[src/rtl/fetch_stage_if.sv]
`default_nettype none
// ============================================================================
// Module   : fetch_stage_if
// Brief    : Instruction-memory request/return and fetch-to-decode handshake.
// Revision : 1.0 - initial release
// ============================================================================
interface fetch_stage_if #(
    parameter int ADDR_W = 32
);
    logic              imem_req;
    logic [ADDR_W-1:0] imem_addr;
    logic [31:0]       imem_rdata;
    logic              if_valid;
    logic              if_ready;
    logic [31:0]       if_instr;
    logic [ADDR_W-1:0] if_pc;

    modport master (
        output imem_req, imem_addr, if_valid, if_instr, if_pc,
        input  imem_rdata, if_ready
    );

    modport slave (
        input  imem_req, imem_addr, if_valid, if_instr, if_pc,
        output imem_rdata, if_ready
    );
endinterface
`default_nettype wire

[src/rtl/fetch_stage.sv]
`default_nettype none
// ============================================================================
// Module   : fetch_stage
// Brief    : PC owner, 1-cycle imem fetch, 2-entry skid FIFO, branch redirect.
//            Optional FETCH_PERF_EN adds fetch/redirect event counters.
// Revision : 1.0 - initial release
// ============================================================================
module fetch_stage #(
    parameter int                ADDR_W   = 32,
    parameter logic [ADDR_W-1:0] RESET_PC = '0,
    parameter int                PC_STEP  = 4
) (
    input  wire logic              clk,
    input  wire logic              rst,
    input  wire logic              br_resolve,
    input  wire logic              change_pc,
    input  wire logic [ADDR_W-1:0] br_target,
    fetch_stage_if.master          bus,
`ifdef FETCH_PERF_EN
    output logic [31:0]            perf_fetch_cnt,
    output logic [31:0]            perf_redirect_cnt,
`endif
    output logic                   fetch_err
);
    localparam logic [0:0] S_RUN  = 1'b0;
    localparam logic [0:0] S_HALT = 1'b1;

    logic [0:0]        r_state;
    logic [0:0]        w_state_nxt;
    logic [ADDR_W-1:0] r_pc;
    logic [ADDR_W-1:0] r_ret_pc;
    logic              r_inflight;
    logic [1:0]        r_count;
    logic [31:0]       r_instr0;
    logic [31:0]       r_instr1;
    logic [ADDR_W-1:0] r_pc0;
    logic [ADDR_W-1:0] r_pc1;

    logic              w_run;
    logic              w_taken;
    logic              w_valid;
    logic              w_pop;
    logic [2:0]        w_level;
    logic              w_req;
    logic              w_ret;
    logic              w_store;
    logic              w_drain;

    // ---------------- FSM: state register ----------------
    always_ff @(posedge clk) begin
        if (rst) r_state <= S_RUN;
        else     r_state <= w_state_nxt;
    end

    // ---------------- FSM: next state ----------------
    always_comb begin
        w_state_nxt = r_state;
        case (r_state)
            S_RUN:   if (w_taken && (br_target[1:0] != 2'b00)) w_state_nxt = S_HALT;
            S_HALT:  w_state_nxt = S_HALT;
            default: w_state_nxt = S_RUN;
        endcase
    end

    // ---------------- FSM: outputs / control ----------------
    always_comb begin
        w_run     = (r_state == S_RUN) && !rst;
        fetch_err = (r_state == S_HALT);
        w_taken   = w_run && br_resolve && change_pc;
        // The word returning this cycle is visible to decode through a bypass,
        // so the head may be valid while the FIFO storage is still empty.
        w_valid   = w_run && ((r_count != 2'd0) || r_inflight);
        w_pop     = w_valid && bus.if_ready;
        w_level   = {1'b0, r_count} + {2'b00, r_inflight} - {2'b00, w_pop};
        w_req     = w_run && !w_taken && (w_level < 3'd2);
        w_ret     = r_inflight && w_run && !w_taken;
        w_store   = w_ret && !((r_count == 2'd0) && w_pop);
        w_drain   = w_pop && (r_count != 2'd0);
    end

    assign bus.imem_req  = w_req;
    assign bus.imem_addr = r_pc;
    assign bus.if_valid  = w_valid;
    assign bus.if_instr  = (r_count == 2'd0) ? bus.imem_rdata : r_instr0;
    assign bus.if_pc     = (r_count == 2'd0) ? r_ret_pc : r_pc0;

    always_ff @(posedge clk) begin
        if (rst) begin
            r_pc <= RESET_PC;
        end else if (w_taken) begin
            r_pc <= br_target;
        end else if (w_req) begin
            r_pc <= r_pc + ADDR_W'(PC_STEP);
        end
    end

    always_ff @(posedge clk) begin
        if (rst || (r_state == S_HALT) || w_taken) begin
            r_count    <= 2'd0;
            r_inflight <= 1'b0;
        end else begin
            r_inflight <= w_req;
            case ({w_store, w_drain})
                2'b10:   r_count <= r_count + 2'd1;
                2'b01:   r_count <= r_count - 2'd1;
                default: r_count <= r_count;
            endcase
        end
    end

    // Storage shifts toward slot 0 so slot 0 is always the head.
    always_ff @(posedge clk) begin
        if (w_req) r_ret_pc <= r_pc;
        case ({w_store, w_drain})
            2'b10: begin
                if (r_count == 2'd0) begin
                    r_instr0 <= bus.imem_rdata;
                    r_pc0    <= r_ret_pc;
                end else begin
                    r_instr1 <= bus.imem_rdata;
                    r_pc1    <= r_ret_pc;
                end
            end
            2'b01: begin
                r_instr0 <= r_instr1;
                r_pc0    <= r_pc1;
            end
            2'b11: begin
                if (r_count == 2'd1) begin
                    r_instr0 <= bus.imem_rdata;
                    r_pc0    <= r_ret_pc;
                end else begin
                    r_instr0 <= r_instr1;
                    r_pc0    <= r_pc1;
                    r_instr1 <= bus.imem_rdata;
                    r_pc1    <= r_ret_pc;
                end
            end
            default: ;
        endcase
    end

`ifdef FETCH_PERF_EN
    always_ff @(posedge clk) begin
        if (rst) begin
            perf_fetch_cnt    <= 32'd0;
            perf_redirect_cnt <= 32'd0;
        end else begin
            if (w_ret)   perf_fetch_cnt    <= perf_fetch_cnt + 32'd1;
            if (w_taken) perf_redirect_cnt <= perf_redirect_cnt + 32'd1;
        end
    end
`endif

endmodule
`default_nettype wire

[src/flat_wrapper.sv]
// flat-port wrapper written by rule: the top's interface ports become plain ports
module fetch_stage_flat 
#(
    parameter int                ADDR_W   = 32,
    parameter logic [ADDR_W-1:0] RESET_PC = '0,
    parameter int                PC_STEP  = 4
)
  (clk, rst, br_resolve, change_pc, br_target, fetch_err, bus_imem_req, bus_imem_addr, bus_if_valid, bus_if_instr, bus_if_pc, bus_imem_rdata, bus_if_ready);
  fetch_stage_if #(.ADDR_W(ADDR_W)) bus_i ();
  input  wire logic clk;
  input  wire logic rst;
  input  wire logic br_resolve;
  input  wire logic change_pc;
  input  wire logic [ADDR_W-1:0] br_target;
  output logic fetch_err;
  output wire logic [$bits(bus_i.imem_req)-1:0] bus_imem_req;
  output wire logic [$bits(bus_i.imem_addr)-1:0] bus_imem_addr;
  output wire logic [$bits(bus_i.if_valid)-1:0] bus_if_valid;
  output wire logic [$bits(bus_i.if_instr)-1:0] bus_if_instr;
  output wire logic [$bits(bus_i.if_pc)-1:0] bus_if_pc;
  input wire logic [$bits(bus_i.imem_rdata)-1:0] bus_imem_rdata;
  input wire logic [$bits(bus_i.if_ready)-1:0] bus_if_ready;
  assign bus_imem_req = bus_i.imem_req;
  assign bus_imem_addr = bus_i.imem_addr;
  assign bus_if_valid = bus_i.if_valid;
  assign bus_if_instr = bus_i.if_instr;
  assign bus_if_pc = bus_i.if_pc;
  assign bus_i.imem_rdata = bus_imem_rdata;
  assign bus_i.if_ready = bus_if_ready;
  fetch_stage #(.ADDR_W(ADDR_W), .RESET_PC(RESET_PC), .PC_STEP(PC_STEP)) u_core (.clk(clk), .rst(rst), .br_resolve(br_resolve), .change_pc(change_pc), .br_target(br_target), .bus(bus_i), .fetch_err(fetch_err));
endmodule
[config.mk]
export PLATFORM = sky130hd
export DESIGN_NAME = fetch_stage_flat
export DESIGN_NICKNAME = d
export VERILOG_FILES = /design/src/rtl/fetch_stage_if.sv /design/src/rtl/fetch_stage.sv /design/src/flat_wrapper.sv
export SDC_FILE = /design/constraint.sdc
export NUM_CORES = 1
export LEC_CHECK = 0
export CAP_MARGIN = 40
export CORE_MARGIN = 3
export CORE_UTILIZATION = 32
export DETAILED_ROUTE_END_ITERATION = 12
export RECOVER_POWER = 25
export SYNTH_ARGS = -nofsm -noshare
export SYNTH_HDL_FRONTEND = slang
export SYNTH_SLANG_ARGS = --single-unit
[constraint.sdc]
create_clock -name clk -period 10.5 [get_ports clk]
set_input_delay 1.05 -clock clk [delete_from_list [all_inputs] [get_ports clk]]
set_output_delay 1.05 -clock clk [all_outputs]
set_load 0.02 [all_outputs]
==> summary.txt, run 1 <==
Flow results follow.

Among all stages on the critical path, the maximum delay recorded is 1.24 ns. The checks that failed: capacitance limit, slew limit. Summing the areas of all and, or, nand and nor instances in the mapped netlist gives a little under 7% of the synthesized area. The logic share of the area is between 20 and 30%. The logs give a warning total of 29. The final sum of negative setup slack is 0 ns.

The flow ran to the end, but the final reports show violations. The flip-flop and latch area is between 5000 and 6000 um2. The critical path in this run is classified as input pin to output pin. The number of different library cells in the post-synthesis netlist is 49. The final max-slew violation count is 35. For this block, wires on met1 add up to about 11000 um. The count of buffer and inverter cells on the critical path is 4. The post-synthesis net count is roughly 720. The prevailing post-synth register cell is sky130_fd_sc_hd__edfxtp_1. Entering global routing, the biggest net connects 66 pins.

The max-capacitance violation count is 1. The clock network fraction of design power is between 30 and 40%. In the layout the commonest cells are sky130_fd_sc_hd__edfxtp_1 (160), sky130_fd_sc_hd__clkdlybuf4s50_1 (119), sky130_fd_sc_hd__mux2_2 (64), sky130_fd_sc_hd__a221o_1 (64), sky130_fd_sc_hd__o21a_1 (64). The main area contributors are sky130_fd_sc_hd__edfxtp_1 (54%), sky130_fd_sc_hd__dfxtp_1 (8.1%), sky130_fd_sc_hd__mux2_2 (8.1%). Signal nets in the final route climb as high as met5.

For reference, compound AND-OR and OR-AND cells occupy between 15 and 20% of the area reported after synthesis. The share of post-route cells with drive strength above 1 is about 15%. The overall routing resource usage is approximately 16%.

The total setup buffers inserted after CTS is 0. The total cell area reported by yosys after synthesis is 8950 um2. The arrival time of the worst setup path is around 5.5 ns. The endpoint of the worst hold path is u_core.r_pc1[4]$_DFFE_PP_. The largest family of logic cells by area is AND-OR/OR-AND gates.

The H-tree generated during clock tree synthesis spans 4 levels. The switching power share of the total is 25.4%. The count of TritonRoute iterations in the first routing pass is 5.

The library cell with the largest summed area after synthesis is sky130_fd_sc_hd__edfxtp_1. The leading power group is registers.
**Run 1: placement by cell class**

Drawn at 2 px/um. Fill, decap, tap and diode cells in gray.
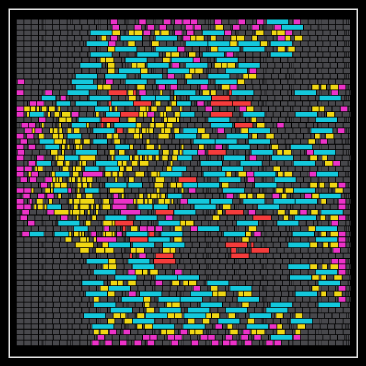
- clock drivers and dummy loads: red (cells 31; share of their area 5.3%)
- remaining logic cells: yellow (cells 396; share of their area 29%)
- remaining buffers and delay cells: magenta (cells 179; share of their area 16%)
- registers: cyan (cells 196; share of their area 49%)
floorplan row count: 60
Placeable Area: 27300 um2
final core utilization: 42.9%
cell area after layout: 11700 um2
share of the final layout cell area in sequential cells: 47.3%

**Run 1: routed clock nets over the placement**

Drawn at 3 px/um.
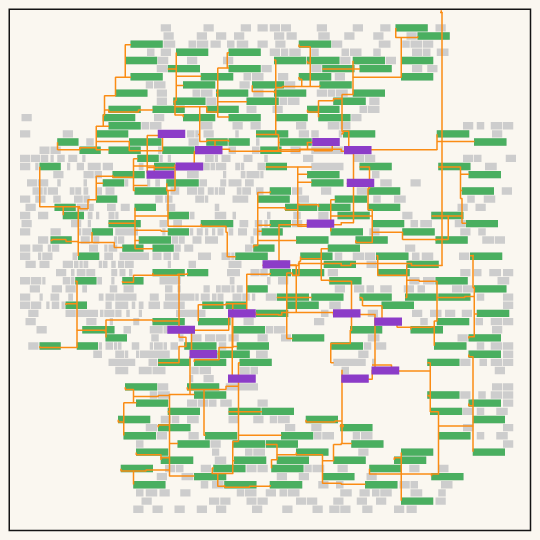
- clock-net drivers: purple (count 17)
- flip-flops: green (count 196)
- clock wires: orange (length 2520 um)
- routed clock nets: 18

**Run 1: nets reached from selected ports**

Drawn at 2 px/um.
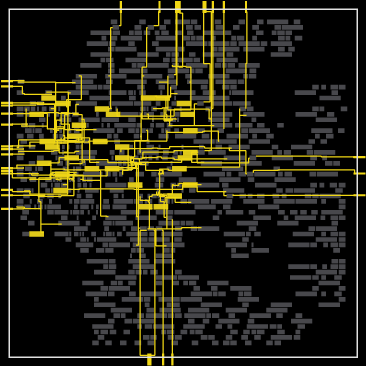
- bus_imem_addr: yellow (bits 32; direction output; edge 15 left, 10 top, 4 bottom, 3 right; end cells 32; buffers 32; wire 3170 um)
number of ports placed on the die boundary: 168
PortBufs: 167

## Run 2: what changed since run 1
==> constraint.sdc (replaced) <==
create_clock -name clk -period 5.9 [get_ports clk]
set_input_delay 0.59 -clock clk [delete_from_list [all_inputs] [get_ports clk]]
set_output_delay 0.59 -clock clk [all_outputs]
set_load 0.02 [all_outputs]
==> summary.txt, run 2 <==
Flow results follow.

The library cell with the largest summed area after synthesis is sky130_fd_sc_hd__edfxtp_1 (unchanged). The share of post-route cells with drive strength above 1 is 16.0% (was 15.5%). The reg2reg setup slack is 1.71 ns (was 6.40 ns). The clock latency at the later pin of the worst-skew pair was 0.43 ns (was 0.42 ns). The post-synthesis net count is 719 (unchanged). The clock network fraction of design power is 34.0% (was 34.2%). The sort of element at the end of the critical path is an output pin (unchanged). The number of primary I/O pins is 168 (unchanged). Run status: finished, violations left (unchanged). The depth of the CTS H-tree was 4 (unchanged).

The endpoint of the worst hold path was u_core.r_ret_pc[0]$_DFFE_PP_ (was u_core.r_pc1[4]$_DFFE_PP_). The leading power group is registers (unchanged). The final sum of negative setup slack was 0 ns (unchanged). The via count of the first global-routing pass was 6088 (was 5899). The post-layout instance area is 11700 um2 (about the same). The pin count of the biggest net entering global routing is 65 (was 66). Violated checks: capacitance limit, slew limit (unchanged). The number of different library cells in the post-synthesis netlist is 49 (unchanged). The flip-flop and latch area came to 5530 um2 (unchanged). The largest family of logic cells by area is AND-OR/OR-AND gates (unchanged). The die span in y is 173 um (unchanged). The logic share of the area is 27.3% (was 27.4%). The power of the clock network was 1.20 mW (was 679 uW). The count of TritonRoute iterations in the first routing pass came to 5 (unchanged).

The number of standard-cell rows in the floorplan is 60 (unchanged). The arrival time of the worst setup path was 3.90 ns (was 5.49 ns). Cells taking the most area after synthesis: sky130_fd_sc_hd__edfxtp_1 (54%), sky130_fd_sc_hd__dfxtp_1 (8.1%), sky130_fd_sc_hd__mux2_2 (8.1%) (unchanged).

The share of synthesized registers carrying an async set or reset came to 0% (unchanged). The post-route core utilization is 42.8% (was 42.9%). The met1 wire length came to 11500 um (was 11200 um). The total cell area reported by yosys after synthesis is 8950 um2 (unchanged). The portion of the layout cell area used by clock cells was 5.19% (was 5.11%). The top metal layer carrying routed signals is met4 (was met5). The final max-slew violation count was 20 (was 35). The overall routing resource usage is 15.9% (was 15.6%). The critical path class is input pin to output pin (unchanged). The area fraction in compound gates after synthesis is 16.5% (unchanged).

Most common logic cells in the final layout: sky130_fd_sc_hd__edfxtp_1 (160), sky130_fd_sc_hd__clkdlybuf4s50_1 (133), sky130_fd_sc_hd__mux2_2 (64), sky130_fd_sc_hd__a221o_1 (64), sky130_fd_sc_hd__o21a_1 (64) (was sky130_fd_sc_hd__edfxtp_1 (160), sky130_fd_sc_hd__clkdlybuf4s50_1 (119), sky130_fd_sc_hd__mux2_2 (64), sky130_fd_sc_hd__a221o_1 (64), sky130_fd_sc_hd__o21a_1 (64)). The highest-utilization routing layer at the global route stage is met2 (unchanged). The flop share of the area is 47.4% (was 47.3%). The port buffer count is 167 (unchanged).

The max-capacitance violation count was 1 (unchanged). The combinational power share was 18.2% (was 18.1%). The switching power share of the total was 27.7% (was 25.4%). The total core area was 27300 um2 (unchanged). The width of the die is 173 um (unchanged).
**Run 2: placement by cell class**

Drawn at 2 px/um. Fill, decap, tap and diode cells in gray.
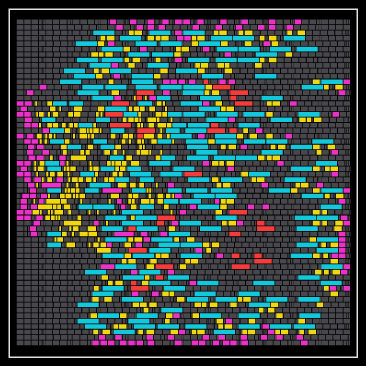
- remaining buffers and delay cells: magenta (cells 178; share of their area 16%)
- remaining logic cells: yellow (cells 396; share of their area 29%)
- clock drivers and dummy loads: red (cells 32; share of their area 5.4%)
- registers: cyan (cells 196; share of their area 49%)

**Run 2: metal 2**

Drawn at 3 px/um. Cells faint in the background.
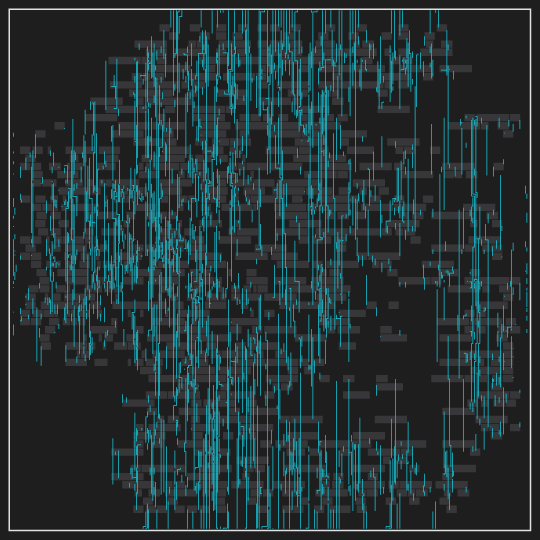
- share of all routed wire: 45%
- wire length on this layer: 10900 um
- longest straight run: 71.6 um
- nets with wire on the layer: 758

## Run 3: what changed since run 2
==> constraint.sdc (replaced) <==
create_clock -name clk -period 3.94 [get_ports clk]
set_input_delay 0.394 -clock clk [delete_from_list [all_inputs] [get_ports clk]]
set_output_delay 0.394 -clock clk [all_outputs]
set_load 0.02 [all_outputs]
==> summary.txt, run 3 <==
Flow results follow.

The count of TritonRoute iterations in the first routing pass is 5 (unchanged). The depth of the CTS H-tree is 4 (unchanged). The sort of element at the end of the critical path is a register (was output pin). The port buffer count is 167 (unchanged). The number of different library cells in the post-synthesis netlist is 49 (unchanged). The count of buffer and inverter cells on the critical path is 1 (was 3). The overall routing resource usage came to 16.4% (was 15.9%). The flip-flop and latch area is 5530 um2 (unchanged). The library cell with the largest summed area after synthesis is sky130_fd_sc_hd__edfxtp_1 (unchanged). The share of synthesized registers carrying an async set or reset is 0% (unchanged). Cells taking the most area after synthesis: sky130_fd_sc_hd__edfxtp_1 (54%), sky130_fd_sc_hd__dfxtp_1 (8.1%), sky130_fd_sc_hd__mux2_2 (8.1%) (unchanged). The leading power group is registers (unchanged). The portion of the layout cell area used by clock cells is 4.96% (was 5.19%). The switching power share of the total is 28.2% (was 27.7%).

The post-layout instance area is 11800 um2 (was 11700 um2). The width of the die is 173 um (unchanged). The total cell area reported by yosys after synthesis is 8950 um2 (unchanged). The area fraction in compound gates after synthesis is 16.5% (unchanged). The number of standard-cell rows in the floorplan was 60 (unchanged). The reg-to-reg critical path endpoint is u_core.bus.imem_addr[25]$_SDFFE_PP0P_ (was u_core.r_pc1[15]$_DFFE_PP_). Run status: completed (was finished, violations left). The final max-slew violation count is 0 (was 20). The met1 wire length is 11600 um (was 11500 um). The highest-utilization routing layer at the global route stage is met2 (unchanged). The max-capacitance violation count is 0 (was 1). The post-synthesis simple-gate area fraction was 6.89% (unchanged). The logic share of the area is 27.3% (about the same). The pin count of the biggest net entering global routing came to 66 (was 65). The flop share of the area is 47.0% (was 47.4%).

The arrival time of the worst setup path is 3.75 ns (was 3.90 ns). The clock network fraction of design power was 33.1% (was 34.0%). The synthesized cell area came to 8950 um2 (unchanged). Most common logic cells in the final layout: sky130_fd_sc_hd__edfxtp_1 (160), sky130_fd_sc_hd__clkdlybuf4s50_1 (119), sky130_fd_sc_hd__mux2_2 (64), sky130_fd_sc_hd__a221o_1 (64), sky130_fd_sc_hd__o21a_1 (64) (was sky130_fd_sc_hd__edfxtp_1 (160), sky130_fd_sc_hd__clkdlybuf4s50_1 (133), sky130_fd_sc_hd__mux2_2 (64), sky130_fd_sc_hd__a221o_1 (64), sky130_fd_sc_hd__o21a_1 (64)). The number of primary I/O pins was 168 (unchanged).

The reg2reg setup slack is 0.52 ns (was 1.71 ns). The via count of the first global-routing pass is 6319 (was 6088). The prevailing post-synth register cell is sky130_fd_sc_hd__edfxtp_1 (unchanged). The number of OpenROAD warnings is 29 (unchanged).

The clock latency at the later pin of the worst-skew pair is 0.44 ns (was 0.43 ns). The share of post-route cells with drive strength above 1 is 17.4% (was 16.0%). The total setup buffers inserted after CTS is 0 (unchanged).

The total core area is 27300 um2 (unchanged). The post-route core utilization was 43.1% (was 42.8%). The combinational power share is 18.7% (was 18.2%). The capturing instance or port of the critical path is u_core.bus.imem_addr[25]$_SDFFE_PP0P_ (was bus_imem_req). The final sum of negative setup slack came to 0 ns (unchanged). The critical path class was register to register (was input pin to output pin). The largest family of logic cells by area was AND-OR/OR-AND gates (unchanged). The endpoint of the worst hold path was u_core.r_ret_pc[0]$_DFFE_PP_ (unchanged).
**Run 3: routed clock nets over the placement**

Drawn at 3 px/um.
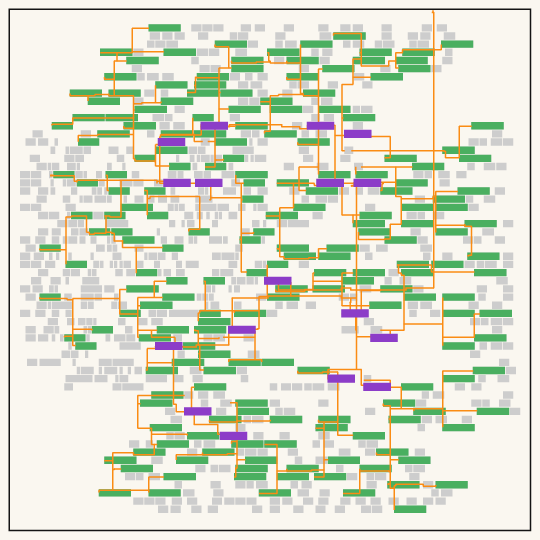
- clock-net drivers: purple (count 17)
- clock wires: orange (length 2570 um)
- flip-flops: green (count 196)
- routed clock nets: 18

**Run 3: metal 2**

Drawn at 3 px/um. Cells faint in the background.
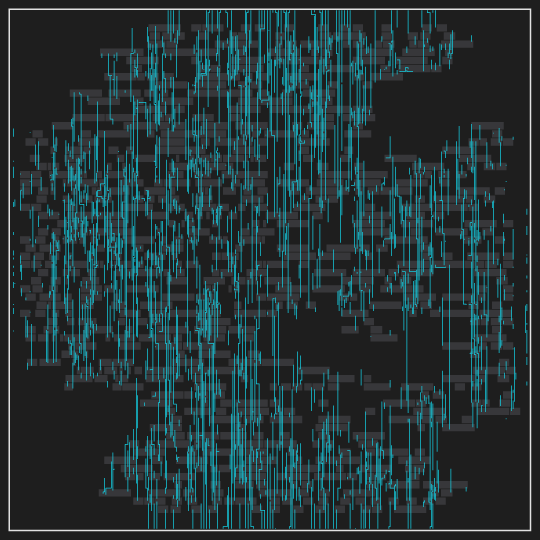
- longest straight run: 76.8 um
- main direction: vertical

Power and IR drop assume default switching activity.
